Figure 1. Power grid.
Bar = 20 um. Pins as bars on the die edge.
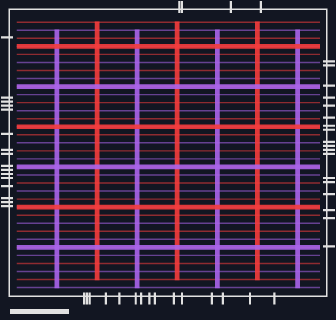
Figure 2. Placed cells, one colour a class.
Fill, decap, tap and diode cells in grey.
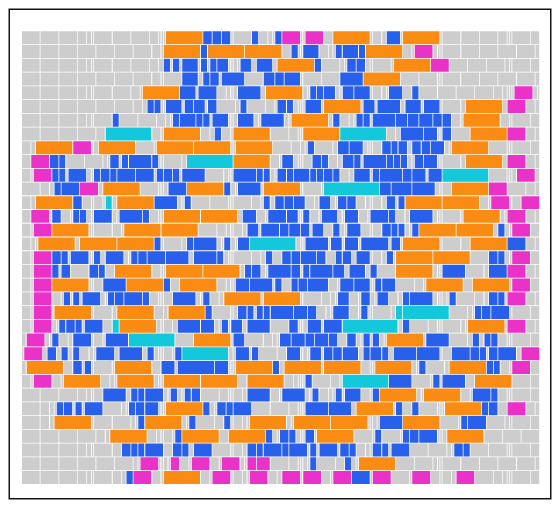
Figure 3. Clock network drawn from the DEF.
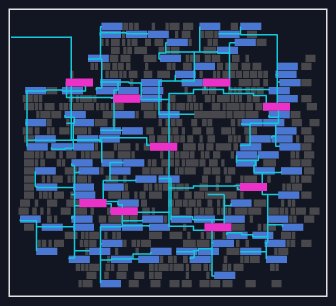
$ cat src/rtl/hex_scan_driver.sv
// -----------------------------------------------------------------------------
// hex_scan_driver
//
// Purpose:
//   Takes the processor core's HEX result bus and shows it on a multiplexed
//   seven-segment display, lighting one digit per scan slot. A loaded value
//   first goes into a pending register. It moves into the displayed (shadow)
//   register only at a frame boundary, so one frame never mixes old and new
//   digits. Leading-zero blanking is optional, and a one-cycle pulse marks
//   every frame boundary.
//
// Parameters:
//   DIGITS     : number of display digits; value width is 4*DIGITS
//   CLK_DIV    : clock cycles each digit stays lit (>= 2)
//   ACTIVE_LOW : 1 inverts seg_o/an_o/dp_o at the output registers
//
// Ports:
//   clk_i       in   1         system clock
//   rst_i       in   1         synchronous active-high reset
//   value_i     in   4*DIGITS  value to display; nibble k drives digit k
//   load_i      in   1         capture value_i this cycle
//   blank_lz_i  in   1         1 enables leading-zero blanking
//   seg_o       out  7         segments {g,f,e,d,c,b,a}
//   dp_o        out  1         decimal point, always inactive
//   an_o        out  DIGITS    one-hot digit enable
//   frame_o     out  1         one-cycle pulse after each frame boundary
//
// Every output is registered, so no input reaches an output combinationally.
// -----------------------------------------------------------------------------
module hex_scan_driver #(
   parameter int DIGITS     = 8,
   parameter int CLK_DIV    = 50000,
   parameter int ACTIVE_LOW = 1
) (
   input  logic                  clk_i,
   input  logic                  rst_i,
   input  logic [4*DIGITS-1:0]   value_i,
   input  logic                  load_i,
   input  logic                  blank_lz_i,
   output logic [6:0]            seg_o,
   output logic                  dp_o,
   output logic [DIGITS-1:0]     an_o,
   output logic                  frame_o
);

   localparam int CNT_W = (CLK_DIV > 1) ? $clog2(CLK_DIV) : 1;
   localparam int IDX_W = (DIGITS > 1) ? $clog2(DIGITS) : 1;

   // Output polarity: XOR with this turns internal active-high values into
   // pin levels.
   localparam logic POL = (ACTIVE_LOW != 0);

   localparam logic [CNT_W-1:0] DIV_LAST = CNT_W'(CLK_DIV - 1);
   localparam logic [IDX_W-1:0] IDX_LAST = IDX_W'(DIGITS - 1);

   // ---------------------------------------------------------------------------
   // State
   // ---------------------------------------------------------------------------
   logic [CNT_W-1:0]    div_cnt;
   logic [IDX_W-1:0]    idx;
   logic [4*DIGITS-1:0] shadow;     // value currently being scanned out
   logic [4*DIGITS-1:0] pending;    // latest load, waiting for a boundary
   logic                pend_vld;

   logic                tick;
   logic                boundary;

   // Per-digit decode of the current scan slot
   logic [3:0]          nib;
   logic [DIGITS-1:0]   an_int;
   logic [DIGITS-1:0]   zero_above;  // bit k: nibbles k..DIGITS-1 all zero
   logic                cur_blank;
   logic [6:0]          seg_int;

   // ---------------------------------------------------------------------------
   // Seven-segment font, bit order {g,f,e,d,c,b,a}, active-high
   // ---------------------------------------------------------------------------
   function automatic logic [6:0] font(input logic [3:0] n);
      logic [6:0] s;
      case (n)
         4'h0:    s = 7'h3F;
         4'h1:    s = 7'h06;
         4'h2:    s = 7'h5B;
         4'h3:    s = 7'h4F;
         4'h4:    s = 7'h66;
         4'h5:    s = 7'h6D;
         4'h6:    s = 7'h7D;
         4'h7:    s = 7'h07;
         4'h8:    s = 7'h7F;
         4'h9:    s = 7'h6F;
         4'hA:    s = 7'h77;
         4'hB:    s = 7'h7C;
         4'hC:    s = 7'h39;
         4'hD:    s = 7'h5E;
         4'hE:    s = 7'h79;
         default: s = 7'h71;
      endcase
      return s;
   endfunction

   // ---------------------------------------------------------------------------
   // Scan timing
   // ---------------------------------------------------------------------------
   assign tick     = (div_cnt == DIV_LAST);
   assign boundary = tick && (idx == IDX_LAST);

   // ---------------------------------------------------------------------------
   // Digit select and blanking for the slot addressed by idx
   // ---------------------------------------------------------------------------
   always_comb begin
      nib    = 4'h0;
      an_int = '0;
      for (int k = 0; k < DIGITS; k++) begin
         if (idx == IDX_W'(k)) begin
            nib       = shadow[4*k +: 4];
            an_int[k] = 1'b1;
         end
      end
   end

   // Shifting the whole shadow right by 4*k and testing for zero checks every
   // nibble at or above digit k in one compare. Each bit stands alone, so no
   // ripple chain forms across the vector.
   always_comb begin
      zero_above = '0;
      for (int k = 0; k < DIGITS; k++) begin
         zero_above[k] = ((shadow >> (4*k)) == '0);
      end
   end

   // Digit 0 is never blanked, so a value of zero still shows a single "0".
   always_comb begin
      cur_blank = blank_lz_i && (idx != '0) && zero_above[idx];
      seg_int   = cur_blank ? 7'h00 : font(nib);
   end

   // ---------------------------------------------------------------------------
   // Sequential logic: prescaler, scan index, load/shadow, output registers
   // ---------------------------------------------------------------------------
   always_ff @(posedge clk_i) begin
      if (rst_i) begin
         div_cnt  <= '0;
         idx      <= '0;
         shadow   <= '0;
         pending  <= '0;
         pend_vld <= 1'b0;
         seg_o    <= {7{POL}};
         an_o     <= {DIGITS{POL}};
         dp_o     <= POL;
         frame_o  <= 1'b0;
      end else begin
         // Prescaler and digit index
         if (tick) begin
            div_cnt <= '0;
            idx     <= (idx == IDX_LAST) ? '0 : idx + 1'b1;
         end else begin
            div_cnt <= div_cnt + 1'b1;
         end

         // A load on the boundary cycle itself goes straight to shadow. It
         // wins over any older pending value, and both paths leave nothing
         // pending.
         if (boundary) begin
            if (load_i) begin
               shadow <= value_i;
            end else if (pend_vld) begin
               shadow <= pending;
            end
            pend_vld <= 1'b0;
         end else if (load_i) begin
            pending  <= value_i;
            pend_vld <= 1'b1;
         end

         // Outputs: one cycle behind idx/shadow
         frame_o <= boundary;
         seg_o   <= seg_int ^ {7{POL}};
         an_o    <= an_int ^ {DIGITS{POL}};
         dp_o    <= POL;
      end
   end

endmodule

$ cat config.mk
export PLATFORM = sky130hd
export DESIGN_NAME = hex_scan_driver
export DESIGN_NICKNAME = d
export VERILOG_FILES = /design/src/rtl/hex_scan_driver.sv
export SDC_FILE = /design/constraint.sdc
export NUM_CORES = 1
export LEC_CHECK = 0
export CAP_MARGIN = 20
export CORE_ASPECT_RATIO = 0.9
export CORE_MARGIN = 2
export CORE_UTILIZATION = 50
export CTS_BUF_LIST = sky130_fd_sc_hd__clkbuf_16
export CTS_CLUSTER_SIZE = 14
export DETAILED_ROUTE_END_ITERATION = 12
export PLACE_DENSITY = 0.71
export SLEW_MARGIN = 20
export SYNTH_ARGS = -nofsm -noshare
export SYNTH_HDL_FRONTEND = slang
export SYNTH_SLANG_ARGS = --single-unit
$ cat constraint.sdc
create_clock -name clk_i -period 8.1 [get_ports clk_i]
set_clock_uncertainty 0.2 [all_clocks]
set_input_delay 0.81 -clock clk_i [delete_from_list [all_inputs] [get_ports clk_i]]
set_output_delay 0.81 -clock clk_i [all_outputs]
set_load 0.02 [all_outputs]
==> out/metrics.cfg <==
[status]
status=finished clean

[worst_setup_path]
cp.depth=11
cp.required_ps=8090
max_stage_delay_ps=750
worstPathMaxFanout=22
path_cells=inv_1, ha_1, or2_1, a221oi_1, o22ai_1, a2bb2oi_1, ha_1, inv_1, a21oi_1, a211oi_1, o21ai_0

[timing]
maxSlewHeadroom_pct=33.7
period_minus_slack_ps=3510
fin_crit_sh_pct=43.3

[logic_synthesis]
synth.distinct_cells=50
top_cell=dfxtp_1
ys_sh_xor_pct=2.39
syn-num-nets=592
fa_ha_area_share_pct=3.41
synthCells=543

[routing]
via_per_inst=5.53

[grt]
globalRouteMet3Util_pct=6.33

[die]
die_y_um=96.6

[cells_and_area]
fin_util_pct=60.1

[clock_network]
cts_hold_buf=0
clock_latency_ps=340

## Picture notes: Figure 1
VSS: drawn in purple. VDD: drawn in red.
53 signal pins sit on the boundary. 7 straps on met4.

## Picture notes: Figure 2
sequential cells: drawn in orange, cells 100, share of their area 37%. clock drivers and dummy loads: drawn in cyan, cells 14, share of their area 5.5%. remaining buffers and delay cells: drawn in magenta, cells 52, share of their area 9.4%. combinational and other logic: drawn in blue, cells 406, share of their area 48%.
Seq/total area: 36.2%
num rows: 33
post-route design area: 5540 um2
core footprint: 9210 um2

## Picture notes: Figure 3
clock wires: drawn in cyan, length 1120 um. flip-flops: drawn in blue, count 100. clock drivers: drawn in magenta, count 9.
Position of the flops: widely spread.

[sequential cells by signal, indices dropped and copies added, names as in the netlist]
signal and count:
seg_o 7, frame_o 1, an_o 8, div_cnt 16, idx 3, shadow 32
pend_vld 1, pending 32
[worst min path at each step]
stage | startpoint | cells after the start | to | slack, ps
4_1_cts | pending[8] | 2 | pending[8] | 250
2_1_floorplan | div_cnt[0] | 1 | div_cnt[0] | 230
6_report | pending[27] | 2 | pending[27] | 250
3_5_place_dp | pending[17] | 2 | pending[17] | 250
5_1_grt | pending[31] | 2 | pending[31] | 270
3_3_place_gp | pending[18] | 2 | pending[18] | 240
[cells by family (layout without fill, tap and decap cells)]
family	Yosys count	after routing
AND/OR/NAND/NOR	199	199
AND-OR/OR-AND	125	125
flip-flops	100	100
buffers and inverters	58	87
multiplexers	34	34
adder cells (fa/ha/maj)	13	13
XOR/XNOR	13	13
other	1	1
[through the flow]
step | instances | cell area [um2] | hold WS (ps)
2_1_floorplan | 543 | 4770 | 230
3_5_place_dp | 680 | 5240 | 246
3_3_place_gp | 680 | 5240 | 241
4_1_cts | 694 | 5530 | 255
6_report | 694 | 5540 | 252
5_1_grt | 694 | 5540 | 272
[layer usage]
| layer | part of all wire (%) | routed length [um] |
|---|---|---|
| met1 | 48 | 4740 |
| met2 | 44 | 4400 |
| met3 | 6.7 | 672 |
| met4 | 1.5 | 152 |
| met5 | 0 | 0 |
[cell type report]
type	instances	area [um2]	area share, %
sequential	100	2000	36.2
multi-input combinational	385	2500	45.1
clock buffer	9	225	4.07
clock inverter	5	71.3	1.29
inverter	21	78.8	1.42
timing repair buffer	52	508	9.18
tap	122	153	2.76
[cells in the final DEF, fill, tap and decap left out, types with 2 or more instances in the layout]
cell,instances
buf_2,2
and3_1,3
a22oi_1,2
nor2b_1,3
nand3_1,17
nand3b_1,9
a2bb2oi_1,3
clkdlybuf4s50_1,49
xor2_1,8
nand2_1,82
o21ai_0,10
nor3_1,3
dfxtp_1,100
mux2i_1,33
nor4_1,7
o22ai_1,2
a211oi_2,28
or3_1,2
a221o_1,3
clkbuf_16,9
a21oi_1,50
nor2_1,57
bufinv_16,2
o211ai_1,8
nand4_1,3
inv_1,23
a221oi_1,3
a32oi_1,2
a211oi_1,7
or2_1,2
a31oi_1,2
ha_1,13
xnor2_1,5
[power groups by stage]
stage | Clock [uW] | Sequential (uW) | Combinational, uW
6_report | 432 | 510 | 72.6
5_1_grt | 467 | 511 | 79.6
4_1_cts | 444 | 510 | 73.3
3_5_place_dp | 0 | 521 | 72.8
3_3_place_gp | 0 | 520 | 71.9
2_1_floorplan | 0 | 522 | 41.2
[worst register-to-register path, delay by kind of cell (launching register included)]
kind,cells,cell delay (ps)
and+or+nand+nor,1,280
adders and majority gates,2,660
DFF,1,750
AOI/OAI and AO/OA,6,1190
buffers and inverters,2,270
